==> config.mk <==
export PLATFORM = sky130hd
export DESIGN_NAME = if_prefetch_stage
export DESIGN_NICKNAME = d
export VERILOG_FILES = /design/src/rtl/if_prefetch_stage.sv
export SDC_FILE = /design/constraint.sdc
export NUM_CORES = 1
export LEC_CHECK = 0
export CELL_PAD_IN_SITES_DETAIL_PLACEMENT = 1
export CELL_PAD_IN_SITES_GLOBAL_PLACEMENT = 2
export CORE_ASPECT_RATIO = 0.6
export CORE_UTILIZATION = 38
export DETAILED_ROUTE_END_ITERATION = 10
export PLACE_DENSITY_LB_ADDON = 0.05
export SKIP_CTS_REPAIR_TIMING = 1
export SYNTH_ARGS = -nofsm -noshare
export SYNTH_HDL_FRONTEND = slang
export SYNTH_SLANG_ARGS = --single-unit
==> constraint.sdc <==
create_clock -name clk -period 3.1 [get_ports clk]
set_input_delay 0.62 -clock clk [delete_from_list [all_inputs] [get_ports clk]]
set_output_delay 0.62 -clock clk [all_outputs]
set_load 0.05 [all_outputs]
==> src/rtl/if_prefetch_stage.sv <==
// Instruction-fetch stage: runs fetches ahead of decode over a req/gnt/rvalid
// memory port, buffers {pc+step, instr} pairs in a small FIFO, drains into IF/ID.
module if_prefetch_stage #(
  parameter int                    ADDR_WIDTH  = 32,
  parameter int                    INSTR_WIDTH = 32,
  parameter int                    DEPTH       = 4,
  parameter int                    PC_STEP     = 4,
  parameter logic [ADDR_WIDTH-1:0] RESET_PC    = '0
) (
  input  logic                   clk,
  input  logic                   rst,
  input  logic                   freeze,
  input  logic                   flush,
  input  logic                   branch_taken,
  input  logic [ADDR_WIDTH-1:0]  branch_addr,
  output logic                   imem_req,
  output logic [ADDR_WIDTH-1:0]  imem_addr,
  input  logic                   imem_gnt,
  input  logic                   imem_rvalid,
  input  logic [INSTR_WIDTH-1:0] imem_rdata,
  output logic [ADDR_WIDTH-1:0]  pc_out,
  output logic [INSTR_WIDTH-1:0] instruction_out,
  output logic                   valid_out
);

  localparam int PTR_W = $clog2(DEPTH);

  typedef enum logic [1:0] {IDLE, WAIT, DROP} state_t;

  state_t                  state_reg, state_next;
  logic [ADDR_WIDTH-1:0]   fetch_pc_reg, fetch_pc_next;
  logic [PTR_W-1:0]        wr_ptr_reg, rd_ptr_reg;
  logic [PTR_W:0]          count_reg;
  logic [ADDR_WIDTH-1:0]   pc_mem    [DEPTH];
  logic [INSTR_WIDTH-1:0]  instr_mem [DEPTH];
  logic [ADDR_WIDTH-1:0]   pc_out_reg;
  logic [INSTR_WIDTH-1:0]  instr_out_reg;
  logic                    valid_out_reg;

  logic                    in_wait;
  logic [PTR_W+1:0]        occupancy;
  logic                    fire;
  logic                    push;
  logic                    pop;

  // Occupancy counts the outstanding response so a full FIFO can never be pushed.
  assign in_wait   = (state_reg == WAIT);
  assign occupancy = (PTR_W+2)'(count_reg) + (PTR_W+2)'(in_wait);
  assign imem_req  = rst && !branch_taken && (state_reg != DROP) &&
                     ((state_reg == IDLE) || imem_rvalid) &&
                     (occupancy < (PTR_W+2)'(DEPTH));
  assign imem_addr = fetch_pc_reg;
  assign fire      = imem_req && imem_gnt;
  assign push      = in_wait && imem_rvalid && !branch_taken;
  assign pop       = !branch_taken && !flush && !freeze && (count_reg != '0);

  always_comb begin
    state_next    = state_reg;
    fetch_pc_next = fetch_pc_reg;
    if (branch_taken) begin
      fetch_pc_next = branch_addr;
    end else if (fire) begin
      fetch_pc_next = fetch_pc_reg + ADDR_WIDTH'(PC_STEP);
    end
    case (state_reg)
      IDLE: if (fire) state_next = WAIT;
      WAIT: begin
        if (branch_taken)     state_next = imem_rvalid ? IDLE : DROP;
        else if (imem_rvalid) state_next = fire ? WAIT : IDLE;
      end
      // The stale response still has to arrive; a further branch only retargets fetch_pc.
      DROP: if (imem_rvalid) state_next = IDLE;
      default: state_next = IDLE;
    endcase
  end

  always_ff @(posedge clk or negedge rst) begin
    if (!rst) begin
      state_reg    <= IDLE;
      fetch_pc_reg <= RESET_PC;
    end else begin
      state_reg    <= state_next;
      fetch_pc_reg <= fetch_pc_next;
    end
  end

  // While WAIT, fetch_pc already equals the outstanding address + PC_STEP.
  always_ff @(posedge clk) begin
    if (push) begin
      pc_mem[wr_ptr_reg]    <= fetch_pc_reg;
      instr_mem[wr_ptr_reg] <= imem_rdata;
    end
  end

  always_ff @(posedge clk or negedge rst) begin
    if (!rst) begin
      wr_ptr_reg <= '0;
      rd_ptr_reg <= '0;
      count_reg  <= '0;
    end else if (branch_taken) begin
      wr_ptr_reg <= '0;
      rd_ptr_reg <= '0;
      count_reg  <= '0;
    end else begin
      if (push) wr_ptr_reg <= wr_ptr_reg + PTR_W'(1);
      if (pop)  rd_ptr_reg <= rd_ptr_reg + PTR_W'(1);
      if (push && !pop)      count_reg <= count_reg + (PTR_W+1)'(1);
      else if (pop && !push) count_reg <= count_reg - (PTR_W+1)'(1);
    end
  end

  always_ff @(posedge clk or negedge rst) begin
    if (!rst) begin
      pc_out_reg    <= '0;
      instr_out_reg <= '0;
      valid_out_reg <= 1'b0;
    end else if (branch_taken || flush) begin
      pc_out_reg    <= '0;
      instr_out_reg <= '0;
      valid_out_reg <= 1'b0;
    end else if (!freeze) begin
      if (pop) begin
        pc_out_reg    <= pc_mem[rd_ptr_reg];
        instr_out_reg <= instr_mem[rd_ptr_reg];
        valid_out_reg <= 1'b1;
      end else begin
        pc_out_reg    <= '0;
        instr_out_reg <= '0;
        valid_out_reg <= 1'b0;
      end
    end
  end

  assign pc_out          = pc_out_reg;
  assign instruction_out = instr_out_reg;
  assign valid_out       = valid_out_reg;

endmodule

run_1/met1.png
Scale: 2 px per µm. Cells faint in the background.
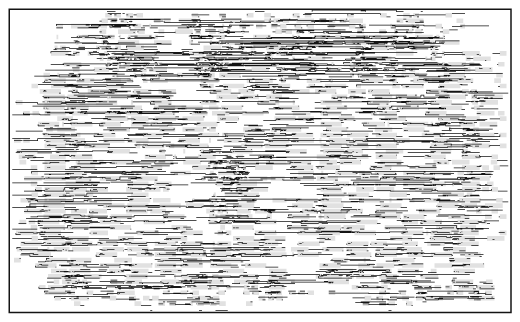
longest straight run: 77.7 µm
main direction: horizontal
nets with wire on the layer: 948
vias after detailed routing: 7809
wirelength, routed: 35400 µm
met1 track demand over resource: 0.274

run_1/met2.png
Scale: 2 px per µm.
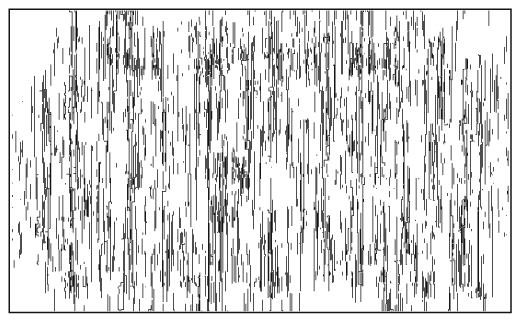
longest straight run: 73.4 µm
wire length on this layer: 16800 µm
share of all routed wire: 47%
main direction: vertical
nets with wire on the layer: 950
met2 routing resource usage after global routing: 0.306

==> Changelog: implementation, run 1 <==
### Metrics

- Pre-CTS setup slack: 0.252 ns
- Hold Violations, Final: 0
- GRT Resource Usage Total: 0.191
- Die W: 250 µm
- Setup ws final: 0.405 ns
- Post-synthesis area per instance: 18.6 µm²
- Die outline height: 151 µm
- ANT cells: 0
- Largest registers: instr_mem (128), pc_mem (128)
- Count of buffers from port buffering: 168
- Fraction of layout cells with a size suffix above 1: 0.165
- Cell Pwr Density: 604 nW/µm²
- Period Utilization, post-route: 0.869
- Number of sinks handled by clock tree synthesis: 362
- WP buf/inv: 1
- Startpoint class of the critical path: flop
- Yosys warning tally: 0
- Leakage power: 0.00607 µW
- Summed negative setup slack over all endpoints: 0 ns
- Most area-hungry cell type in the Yosys netlist: edfxtp_1
- Post-layout minimum cycle time: 2.69 ns
- Flip-flops with a built-in enable: 256
- Insertion delay of the later-clocked pin in the worst-skew pair: 0.52 ns
- YS chip area: 14000 µm²
- Number of buffers created by CTS: 36
- Max Transition Viols Final: 0
- Floorplan Nets: 831
- OpenROAD warnings: 29
- Count of TritonRoute iterations in the first routing pass: 4
- Pin count of the biggest net entering global routing: 65
- Overall die area: 37700 µm²
- Fillers: 3421
- Total power consumption of the routed design: 10600 µW
- Post-DRT Antenna Nets: 0
- Commonest cells in the synthesized netlist: edfxtp_1, dfrtp_1, a22o_1, mux4_2, nand2_1
- Dominant flop cell: edfxtp_1
- Total setup violations reported at the end of the flow: 0
- Placeable Area: 36300 µm²
- Init Core Util: 0.386
- Setup Skew: 0.0166 ns
- Main area contributors: edfxtp_1, dfrtp_1, mux4_2
- Slew at the pin with the worst max-slew slack: 1.05 ns
- Post-synthesis cell count from yosys: 754
- Initial DRC count: 423
- Kind of end point of the critical path: output pin
- Nets: 1024
- Routed length per instance: 24.4 µm
- Area of the mapped netlist: 14000 µm²
- RSZ-0062 raised after global routing: no
- TritonCTS clock tree: done
- Final weighted congestion of routability-driven global placement: 0.796
- Synth top area share: 0.548
- Tightest slew margin relative to the limit: 0.296
- HPWL after detailed placement: 22800 µm
- Registers, synthesis: 362
- Number of antenna violations at the first check in global routing: 0
- Maximum fanout along the worst path: 12
- Class of the most critical setup path: flop to output pin
- DR vias/cell: 5.39
- Worst supply voltage drop on vdd: 0.311 mV
- Cells traversed along the worst timing path: clkdlybuf4s50_1
- Dominant cell by count in the synthesized netlist: edfxtp_1
- Proportion of register bits with asynchronous set or reset after synthesis: 0.293
- Outcome: completed
- Placed Instances: 1385
- Total of max-cap violations: 0
run_1/met3.png
Scale: 1.5 px per µm. Cells faint in the background.
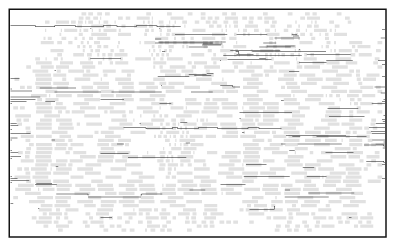
main direction: horizontal
wire length on this layer: 1750 µm
longest straight run: 52.0 µm

run 1: worst paths after layout:
path                          startpoint       endpoint  slack, ns  depth (start not counted)
setup / recovery           imem_addr[11]  imem_addr[11]       0.41                          1
min in group clk               valid_out      valid_out       0.49                          1
max in group asynchronous            rst  rd_ptr_reg[1]       2.12                          2
hold / removal                       rst     pc_out[20]       0.31                          2
hold reg to reg                valid_out      valid_out       0.49                          1
setup reg to reg           imem_addr[24]  imem_addr[29]       0.49                          5
run 1: placed cells by master (no fill, tap or decap), drive strengths merged, types with 5 or more instances in the layout:
cell / instances
ha: 5
buf: 31
clkbuf: 55
inv: 8
clkinv: 5
clkdlybuf4s50: 165
o21ai: 17
nor4: 5
nor2: 13
nand3: 14
a22o: 64
nand2: 40
dfrtp: 106
and2: 9
mux4: 64
mux2i: 6
nor3: 6
xor2: 15
nand4: 21
o311ai: 6
edfxtp: 256
run 1: routing by layer:
layer / up-vias / GRT usage / routed length (µm)
met2: 195 / 0.306 / 16800
li1: 3433 / - / -
met1: 4143 / 0.274 / 16400
met5: - / 0 / 0
met3: 38 / 0.0357 / 1750
met4: 0 / 0.0411 / 458
run 1: cell families (layout without fill, tap and decap cells):
| kind of cell | after synthesis | in the layout | share of synthesized area |
|---|---|---|---|
| muxes | 73 | 73 | 0.109 |
| AOI/OAI and AO/OA | 116 | 116 | 0.0658 |
| xor gates and xnor gates | 18 | 18 | 0.0112 |
| adders and majority gates | 6 | 6 | 0.00588 |
| and+or+nand+nor | 131 | 131 | 0.0553 |
| buffers and inverters | 48 | 266 | 0.0160 |
| DFF | 362 | 362 | 0.737 |
run 1: power by group:
| group | leakage (µW) | internal [µW] | total (µW) | switching (µW) |
|---|---|---|---|---|
| Sequential | 0.00372 | 5310 | 5460 | 153 |
| Combinational | 0.00181 | 362 | 927 | 565 |
| Clock | 0.000537 | 2420 | 4200 | 1770 |
run 1: area by class of cell:
class	instances	area, µm²	share of cell area
Clock buffer	55	1010	0.0578
Clock inverter	8	91.3	0.00521
Inverter	7	26.3	0.00150
Multi-Input combinational cell	344	3490	0.199
Sequential cell	362	10300	0.590
Tap cell	476	596	0.0340
Timing Repair Buffer	196	1970	0.112
run 1: through the flow:
step	utilization	cell area [µm²]	hold slack (ns)
floorplan	-	14000	0.324
global placement	0.452	16400	0.464
detailed placement	0.452	16400	0.474
CTS	0.482	17500	0.368
global route	0.482	17500	0.381
finish	0.482	17500	0.306
run_1/met4.png
Scale: 1.5 px per µm. Cells faint in the background.
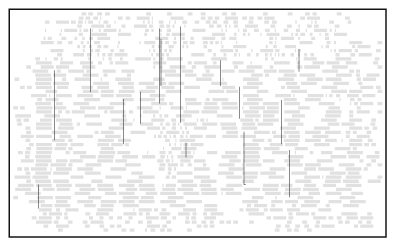

==> run 1 -> run 2 <==
==> constraint.sdc (replaced) <==
create_clock -name clk -period 3.1 [get_ports clk]
set_input_delay 0.465 -clock clk [delete_from_list [all_inputs] [get_ports clk]]
set_output_delay 0.465 -clock clk [all_outputs]
set_load 0.05 [all_outputs]
run_2/met4.png
Scale: 1.5 px per µm. Cells faint in the background.
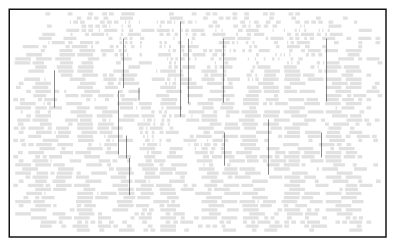
wire length on this layer: 411 µm
main direction: vertical
longest straight run: 63.2 µm
vias after detailed routing: 7832
wirelength, routed: 35100 µm

run_2/met3.png
Scale: 1.5 px per µm. Cells faint in the background.
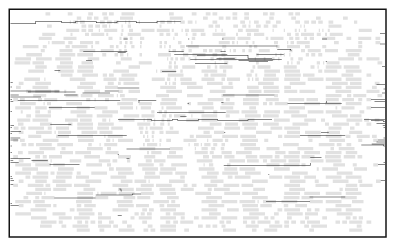
wire length on this layer: 1480 µm
share of all routed wire: 4.2%
main direction: horizontal
longest straight run: 68.1 µm

run_2/met1.png
Scale: 2 px per µm. Cells faint in the background.
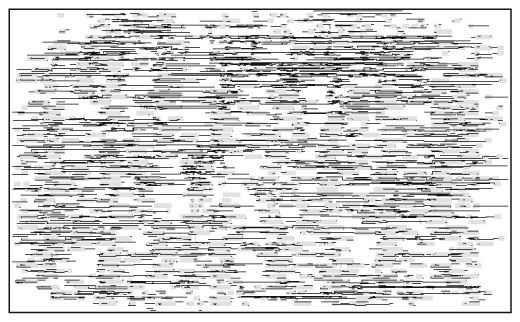
longest straight run: 57.5 µm
nets with wire on the layer: 960
met1 track demand over resource: 0.261

==> run 2 against run 1 <==
  * Design area up 0.76%
  * Final cell count up 0.14%
  * Non-clock buffer count down 2
  * Wire length down 0.82%
  * Worst setup slack better by 0.17 ns
  * Maximum frequency up 6.8%
  * Clock power up 6.4%
  * Sequential share of layout area down 0.44 points
  * Synthesized cell count unchanged
  * Register-to-register slack better by 0.12 ns
==> Changelog: implementation, run 2 <==
### Metrics

- Number of sinks handled by clock tree synthesis: 362
- Synth top area share: 0.548
- Pre-CTS setup slack: 0.429 ns
- Cells traversed along the worst timing path: clkdlybuf4s50_1
- Setup ws final: 0.577 ns
- Total of max-cap violations: 0
- Cell Pwr Density: 614 nW/µm²
- Class of the most critical setup path: flop to output pin
- Area added between synthesis and finish: 25.8%
- Summed negative setup slack over all endpoints: 0 ns
- Dominant cell by count in the synthesized netlist: edfxtp_1
- Cell chosen for the clock root: clkbuf_16
- Total setup violations reported at the end of the flow: 0
- Insertion delay of the later-clocked pin in the worst-skew pair: 0.53 ns
- Clock-pin slew of the registers on the worst-case setup and hold paths: 0.07 ns
- Routed length per instance: 24.2 µm
- Fraction of layout cells with a size suffix above 1: 0.172
- Commonest cells after routing, fill and taps aside: edfxtp_1, clkdlybuf4s50_1, dfrtp_1
- Area of the mapped netlist: 14000 µm²
- Yosys warning tally: 0
- Origin of the critical flop-to-flop path: imem_addr[3]
- Global-route wire length before repair: 53400 µm
- Max Transition Viols Final: 0
- Post-synthesis area per instance: 18.6 µm²
- Maximum clock insertion buffer count: 3
- Maximum fanout along the worst path: 12
- RSZ-0062 raised after global routing: no
- Count of pins on the block boundary: 169
- Setup Skew: 0.0172 ns
- DRC violations left: 0
- Comb gate area: 3490 µm²
- Cell Type Count: 50
- Post-DRT Antenna Nets: 0
- Startpoint class of the critical path: flop
- Adder Share, Synth: 0.00588
- Crit path arrival time: 2.06 ns
- Most frequently placed logic cell in the final layout: edfxtp_1
- Outcome: completed
- Dominant flop cell: edfxtp_1
- Gate count of the mapped netlist: 754
- Init Core Util: 0.386
- Reg-to-reg endpoint: imem_addr[26]
- Count of buffers from port buffering: 168
- Die outline height: 151 µm
- Die W: 250 µm
- Count of TritonRoute iterations in the first routing pass: 4
- Pin count of the biggest net entering global routing: 73
- Post-synthesis cell count from yosys: 754
- DR vias/cell: 5.40
- Hold Violations, Final: 0
- Most area-hungry cell type in the Yosys netlist: edfxtp_1
- Number of H-tree levels: 2
- Share of synthesized area occupied by flip-flops and latches: 0.737
- ANT cells: 0
- Worst supply voltage drop on vdd: 0.300 mV
- Family of cells with the greatest summed delay on the critical path: buffers and inverters
- Post-layout minimum cycle time: 2.52 ns
- Flop2flop setup slack: 0.61 ns
- Grt ovf: 0
- Registers, synthesis: 362
- Initial DRC count: 397
- GRT Resource Usage Total: 0.190
- Main area contributors: edfxtp_1, dfrtp_1, mux4_2
- Slew at the pin with the worst max-slew slack: 1.08 ns
- Kind of end point of the critical path: output pin
- Floorplan Nets: 831
- Total power consumption of the routed design: 10900 µW
- Prevailing logic family in the synthesized netlist: multiplexers
- Largest registers: instr_mem (128), pc_mem (128)
- YS chip area: 14000 µm²
- Area fraction in mux cells: 0.109
- Nets: 1023
- Final weighted congestion of routability-driven global placement: 0.753
- Synthesized-area fraction occupied by ao, oa, aoi and oai cells: 0.0658
- Xor and xnor area share after synthesis: 0.0112
- Proportion of register bits with asynchronous set or reset after synthesis: 0.293
- Number of buffers created by CTS: 37
- Simple-gate portion of the synthesized area: 0.0553
- Tightest slew margin relative to the limit: 0.280
- Number of antenna violations at the first check in global routing: 0
- Fillers: 3415
- Leakage power: 0.00611 µW
- TritonCTS clock tree: done
- WP buf/inv: 1
- Depth of the worst register-to-register path: 6
- HPWL after detailed placement: 21500 µm
- Commonest cells in the synthesized netlist: edfxtp_1, dfrtp_1, a22o_1, mux4_2, nand2_1
- Number of placement rows: 54
- Required time worst endpoint: 2.63 ns
- Overall die area: 37700 µm²
- Biggest cell delay along the critical path: 0.90 ns
- FF/Latch Area: 10300 µm²
- Fmax: 396 MHz
- Via count of the first global-routing pass: 8636
- Slowest library cell on the worst path: clkdlybuf4s50_1
- OpenROAD warnings: 29
- Period Utilization, post-route: 0.814
- Flip-flops with a built-in enable: 256
- Placeable Area: 36300 µm²
- Type of the worst min-delay path: input pin to async pin
run 2: cell types whose count changed in the layout (fill, tap and decap cells not counted), sizes merged:
cell | previous run | this run
clkinvlp | 0 | 5
buf | 31 | 29
bufinv | 2 | 4
clkinv | 5 | 6
clkbuf | 55 | 49
inv | 8 | 10
run 2: per-layer routing:
| layer | vias up | global-route usage | share of wire |
|---|---|---|---|
| li1 | 3451 | - | - |
| met1 | 4201 | 0.261 | 0.46 |
| met2 | 150 | 0.316 | 0.49 |
| met3 | 30 | 0.0373 | 0.042 |
| met4 | 0 | 0.0414 | 0.012 |
| met5 | - | 0 | 0 |
run 2: how the worst max path moves through the flow:
stage,startpoint,end,depth (start not counted)
finish,imem_addr[11],imem_addr[11],1
global route,imem_addr[3],imem_addr[26],6
CTS,imem_addr[12],imem_addr[12],1
detailed placement,imem_rvalid,pc_mem[3][18],5
global placement,imem_rvalid,imem_addr[23],7
floorplan,branch_taken,instr_mem[0][0],4
run 2: layout make-up:
class,count,area share
Tap cell,476,0.0337
Timing Repair Buffer,194,0.113
Clock inverter,18,0.0121
Multi-Input combinational cell,344,0.198
Clock buffer,49,0.0567
Inverter,7,0.00149
Sequential cell,362,0.586
run 2: report_power, final:
| group | switching, µW | total [µW] | internal (µW) |
|---|---|---|---|
| Clock | 1840 | 4470 | 2630 |
| Sequential | 162 | 5470 | 5310 |
| Combinational | 549 | 909 | 360 |
run 2: metrics by stage:
stage | instance area, µm² | util | std cells | hold slack (ns)
final | 17700 | 0.486 | 1450 | 0.192
after detailed placement | 16500 | 0.453 | 1383 | 0.473
after floorplan | 14000 | - | 754 | 0.169
after CTS | 17700 | 0.486 | 1450 | 0.195
after global placement | 16500 | 0.453 | 1383 | 0.460
after global routing | 17700 | 0.486 | 1450 | 0.236
run 2: cells by family after synthesis:
family / count (synthesis)
buf+inv: 48
flops: 362
simple gates: 131
fa+ha+maj: 6
mux: 73
compound gates: 116
xor+xnor: 18
No activity file was given, so power comes from the tool's default toggle rates.
